### src/rtl/tile_blitter.sv
// Copies one tile from a registered-read tile ROM into the framebuffer at (tile_x, tile_y),
// skipping transparent-key pixels and clipping against the framebuffer edges.
module tile_blitter #(
    parameter int unsigned TILE_W    = 24,
    parameter int unsigned TILE_H    = 24,
    parameter int unsigned FB_W      = 320,
    parameter int unsigned FB_H      = 240,
    parameter int unsigned ADDR_W    = 10,
    parameter int unsigned PIX_W     = 12,
    parameter int unsigned FB_ADDR_W = 17,
    parameter logic [PIX_W-1:0] TRANS_KEY = 12'hF0F
) (
    input  logic                 clk,
    input  logic                 rst,
    input  logic                 start,
    input  logic [9:0]           tile_x,
    input  logic [9:0]           tile_y,
    output logic                 busy,
    output logic                 done,
    output logic [ADDR_W-1:0]    rom_addr,
    input  logic [PIX_W-1:0]     rom_pixel,
    output logic                 fb_we,
    output logic [FB_ADDR_W-1:0] fb_addr,
    output logic [PIX_W-1:0]     fb_data
);

    localparam int unsigned ColW = $clog2(TILE_W);
    localparam int unsigned RowW = $clog2(TILE_H);
    localparam int unsigned LinW = 22;
    localparam logic [10:0] FbW11 = 11'(FB_W);
    localparam logic [10:0] FbH11 = 11'(FB_H);

    typedef enum logic [1:0] {StIdle, StFetch, StDrain, StDone} state_e;

    state_e            state_q;
    logic [9:0]        tile_x_q, tile_y_q;
    logic [ColW-1:0]   col_q, col1_q;
    logic [RowW-1:0]   row_q, row1_q;
    logic              v1_q;
    logic              drain_q;

    logic [10:0]       pix_x, pix_y;
    logic [LinW-1:0]   lin;
    logic              wr_ok;

    // Stage-1 coordinates line up with rom_pixel; X/Y kept at 11 bits so nothing wraps.
    always_comb begin
        pix_x = 11'(tile_x_q) + 11'(col1_q);
        pix_y = 11'(tile_y_q) + 11'(row1_q);
        lin   = LinW'(pix_y) * LinW'(FB_W) + LinW'(pix_x);
        wr_ok = v1_q && (rom_pixel != TRANS_KEY) && (pix_x < FbW11) && (pix_y < FbH11);
    end

    always_ff @(posedge clk) begin
        if (rst) begin
            state_q  <= StIdle;
            busy     <= 1'b0;
            done     <= 1'b0;
            rom_addr <= '0;
            fb_we    <= 1'b0;
            fb_addr  <= '0;
            fb_data  <= '0;
            tile_x_q <= '0;
            tile_y_q <= '0;
            col_q    <= '0;
            row_q    <= '0;
            col1_q   <= '0;
            row1_q   <= '0;
            v1_q     <= 1'b0;
            drain_q  <= 1'b0;
        end else begin
            v1_q   <= (state_q == StFetch);
            col1_q <= col_q;
            row1_q <= row_q;
            fb_we  <= wr_ok;
            if (wr_ok) begin
                fb_addr <= FB_ADDR_W'(lin);
                fb_data <= rom_pixel;
            end
            done <= 1'b0;

            unique case (state_q)
                StIdle: begin
                    if (start) begin
                        tile_x_q <= tile_x;
                        tile_y_q <= tile_y;
                        col_q    <= '0;
                        row_q    <= '0;
                        rom_addr <= '0;
                        busy     <= 1'b1;
                        state_q  <= StFetch;
                    end
                end
                StFetch: begin
                    if (col_q == ColW'(TILE_W - 1) && row_q == RowW'(TILE_H - 1)) begin
                        drain_q <= 1'b0;
                        state_q <= StDrain;
                    end else begin
                        rom_addr <= rom_addr + ADDR_W'(1);
                        if (col_q == ColW'(TILE_W - 1)) begin
                            col_q <= '0;
                            row_q <= row_q + RowW'(1);
                        end else begin
                            col_q <= col_q + ColW'(1);
                        end
                    end
                end
                StDrain: begin
                    if (drain_q) begin
                        busy    <= 1'b0;
                        done    <= 1'b1;
                        state_q <= StDone;
                    end else begin
                        drain_q <= 1'b1;
                    end
                end
                StDone: state_q <= StIdle;
                default: state_q <= StIdle;
            endcase
        end
    end

endmodule

### config.mk
export PLATFORM = sky130hd
export DESIGN_NAME = tile_blitter
export DESIGN_NICKNAME = d
export VERILOG_FILES = /design/src/rtl/tile_blitter.sv
export SDC_FILE = /design/constraint.sdc
export NUM_CORES = 1
export LEC_CHECK = 0
export CAP_MARGIN = 10
export CORE_ASPECT_RATIO = 0.7
export CORE_MARGIN = 1.5
export CORE_UTILIZATION = 35
export DETAILED_ROUTE_END_ITERATION = 10
export GPL_TIMING_DRIVEN = 0
export PLACE_DENSITY = 0.65
export SYNTH_ARGS = -nofsm -noshare
export SYNTH_HDL_FRONTEND = slang
export SYNTH_SLANG_ARGS = --single-unit
### constraint.sdc
create_clock -name clk -period 4.97 [get_ports clk]
set_input_delay 0.497 -clock clk [delete_from_list [all_inputs] [get_ports clk]]
set_output_delay 0.497 -clock clk [all_outputs]
set_load 0.02 [all_outputs]
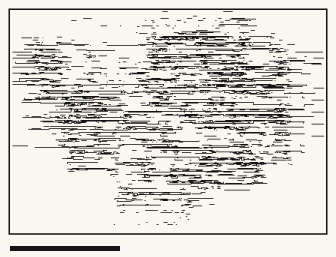
Figure 1: run 1, met1 routing.
Scale bar: 50 µm.
main direction	horizontal
share of all routed wire	48%
nets with wire on the layer	664
wire length on this layer	5,980 µm
longest straight run	40.0 µm
met1 capacity usage during global routing: 0.2362
total detailed-routing wirelength: 12,400 µm
total via count after detailed routing: 4,352

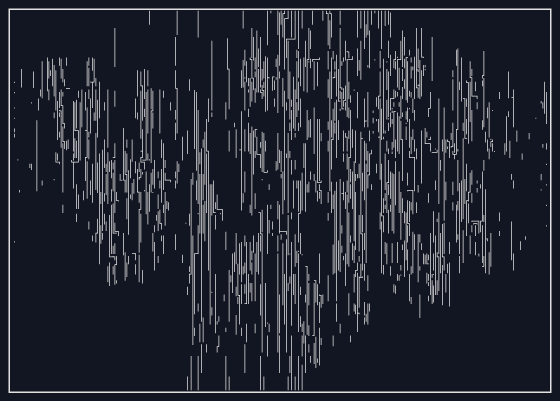
Figure 2: run 1, signal wires on met2.
share of all routed wire	45%
longest straight run	45.9 µm
nets with wire on the layer	610
wire length on this layer	5,640 µm
met2 Track Usage GR: 0.2902

==> out/results.ini, run 1 <==
[outcome]
outcome = complete, no violations

[power_and_ir_drop]
power_mw = 2.337
sequentialPowerShare = 0.360
leakage_power_total_nw = 2.268
powerComb_mw = 0.857
power_switching_share = 0.3633
power_top_consumer = combinational cells
switchingPower_mw = 0.8491
power_report.internal_total_mw = 1.488

[grt]
global_route_usage_sum = 0.1763
grt_antenna_before_repair = 0
grt_overflow_total = 0

[yosys]
syn_area_um2 = 4825
post_synth_and_or_nand_nor_area_fraction = 0.2103
edff_count_synth = 0
post-synth-top-area-fraction = 0.3568
synth.logic.top_family = simple AND/OR/NAND/NOR gates
top_area_cell = sky130_fd_sc_hd__dfxtp_1
synthesis.yosys.warnings = 0
fp_nets = 634

[finish]
final_core_utilization = 0.4582
layout-drive-gt1-share = 0.06891
layout.cells.most_common_list = 86 x sky130_fd_sc_hd__dfxtp_1, 76 x sky130_fd_sc_hd__clkdlybuf4s50_1, 61 x sky130_fd_sc_hd__nand2_1
fill_cells = 1313
mostFrequentLayoutCell = sky130_fd_sc_hd__dfxtp_1
design.final.nets = 721

[clocking]
cts-resized-gates = 0
root_buffer = sky130_fd_sc_hd__clkbuf_16
cts_tree = yes
clock_tree.buffer_depth = 2
cts_sinks = 86
tritoncts.num_buffers = 9

[critical_path]
worst-path-stages = 18
critPathCapture = fb_addr[16]$_SDFFE_PP0P_
critPathLaunchType = register
crit_buf_inv = 3

[flow_run]
drv.max_cap_violation_count = 0
log.warning_count = 28

[placed_design]
io_buffer_count = 76
placed_cells_incl_taps = 822
dpl_worst_slack_ns = 0.5371
hpwl_um = 9609

[timing]
final.setup.worst_slack_ns = 0.4648
setup_repair_after_global_routing_missed_its_margin = false
maxSlewHeadroom = 0.5697
hold_viol = 0
maxClockFrequency_mhz = 222.0
timing.setup.tns_ns = 0

[floorplan]
top_level_ports = 77
floorplan.die.width_um = 143.3
placementRows = 35

[routing]
drt_drc_violations_left = 0
final_antenna_net_count = 0
detail_route.iter0.violations = 195

[worst_hold_path]
worst_hold_path.endpoint = tile_y_q[3]$_SDFFE_PP0P_
hold_path.startpoint = tile_y_q[3]$_SDFFE_PP0P_

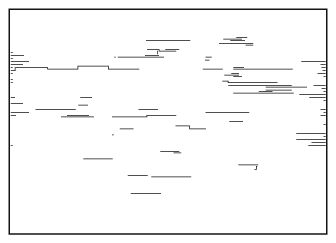
Figure 3: run 1, the metal 3 layer.
wire length on this layer	689 µm
main direction	horizontal
longest straight run	28.5 µm
nets with wire on the layer	74

## run 1: layer usage
| layer | global-route usage | wire length, µm | share of wire | vias up |
|---|---|---|---|---|
| met4 | 0.03768 | 98 | 0.0079 | 0 |
| met2 | 0.2902 | 5634 | 0.45 | 123 |
| li1 | - | - | - | 2202 |
| met1 | 0.2362 | 5975 | 0.48 | 2018 |
| met3 | 0.04255 | 688 | 0.056 | 9 |
| met5 | 0 | 0 | 0 | - |
## run 1: layout make-up
type,count,share of cell area
plain buffers,32,0.02338
clock buffers,10,0.03918
clock inverters,6,0.007179
inverters,23,0.01415
multi-input cells,420,0.4712
flip-flops and latches,86,0.2823
well taps,185,0.03795
repair buffers,76,0.1247
==> run 2, diff against run 1 <==
--- a/config.mk
+++ b/config.mk
@@ -12,6 +12,7 @@
 export DETAILED_ROUTE_END_ITERATION = 10
 export GPL_TIMING_DRIVEN = 0
 export PLACE_DENSITY = 0.65
+export SETUP_SLACK_MARGIN = 0.02
 export SYNTH_ARGS = -nofsm -noshare
 export SYNTH_HDL_FRONTEND = slang
 export SYNTH_SLANG_ARGS = --single-unit
==> constraint.sdc (replaced) <==
create_clock -name clk -period 4.7 [get_ports clk]
set_input_delay 0.47 -clock clk [delete_from_list [all_inputs] [get_ports clk]]
set_output_delay 0.47 -clock clk [all_outputs]
set_load 0.02 [all_outputs]
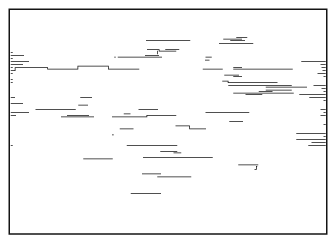
Figure 4: run 2, the metal 3 layer.
share of all routed wire	6.0%
longest straight run	31.3 µm

==> run 2 against run 1 <==
Net effect:
- final area about the same
- utilization hardly changed
- via count up 0.48%
- synthesized area did not move
- die area stayed put
- clock power increased by 6.1%
- critical path depth stayed put
- routed wire length about the same
- worst setup slack worse by 0.17 ns
- clock skew is essentially flat
- global-route usage unchanged
- power rose by 5.8%
==> out/results.ini, run 2 <==
[outcome]
outcome = complete, no violations

[clocking]
clock_tree.buffer_depth = 2
cts-resized-gates = 0
tritoncts.num_buffers = 9
cts_tree = yes
root_buffer = sky130_fd_sc_hd__clkbuf_16

[power_and_ir_drop]
power_report.internal_total_mw = 1.574
switchingPower_mw = 0.8994
power_switching_share = 0.3637

[finish]
non_clock_buffer_count = 108
fill_cells = 1313
comb-cell-share = 0.4715
clock_tree_area_fraction = 0.04633
inverters_excl_clock = 23
layout.cells.most_common_list = 86 x sky130_fd_sc_hd__dfxtp_1, 76 x sky130_fd_sc_hd__clkdlybuf4s50_1, 61 x sky130_fd_sc_hd__nand2_1
clockBufferCount = 10
design.final.nets = 721
sequential_portion_of_the_cell_area = 0.2821
mostFrequentLayoutCell = sky130_fd_sc_hd__dfxtp_1

[grt]
grt_antenna_before_repair = 0
grt_overflow_total = 0
global_route_usage_sum = 0.1763
met2_usage = 0.2902

[worst_hold_path]
worst_hold_path.endpoint = tile_y_q[3]$_SDFFE_PP0P_

[yosys]
synthesis.yosys.warnings = 0
syn_area_um2 = 4825
fp_nets = 634
post-synth-top-area-fraction = 0.3568
top_area_cell = sky130_fd_sc_hd__dfxtp_1
edff_count_synth = 0

[timing]
maxClockFrequency_mhz = 227.2
hold_viol = 0
final.setup.worst_slack_ns = 0.2977
setup_repair_after_global_routing_missed_its_margin = false
timing.setup.tns_ns = 0

[routing]
final_antenna_net_count = 0
highest_layer = met4

[floorplan]
floorplan.die.width_um = 143.3
placementRows = 35
top_level_ports = 77
nWellTaps = 185

[placed_design]
hpwl_um = 9609
placed_cells_incl_taps = 822

[critical_path]
critPathCapture = fb_addr[16]$_SDFFE_PP0P_
critPathLaunchType = register

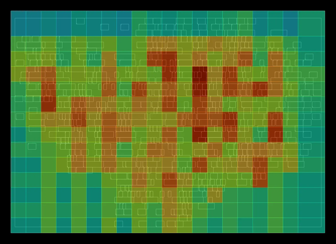
Figure 5: run 2, track usage over the die.
met3 capacity usage during global routing: 0.04255
Wirelength per Cell: 14.80 µm
busiest layer in global routing: met2
final core utilization: 0.4585

==> run 2: power groups by stage <==
stage | sequential, mW | combinational [mW] | clock, mW
after floorplan | 0.934 | 0.590 | 0
after global placement | 0.900 | 0.876 | 0
after detailed placement | 0.906 | 0.897 | 0
after CTS | 0.890 | 0.906 | 0.688
after global routing | 0.904 | 1.00 | 0.723
final | 0.890 | 0.906 | 0.677
==> run 2: cells by family (layout without fill, tap and decap cells) <==
group / Yosys count / in the layout / share of synthesized area
multiplexers: 3 / 3 / 0.006224
flip-flops: 86 / 86 / 0.3568
buffers and inverters: 55 / 147 / 0.04746
adder cells (fa/ha/maj): 38 / 38 / 0.1048
XOR/XNOR: 36 / 36 / 0.06820
AND-OR/OR-AND: 150 / 150 / 0.2062
AND/OR/NAND/NOR: 193 / 193 / 0.2103
No activity file was given, so power comes from the tool's default toggle rates.
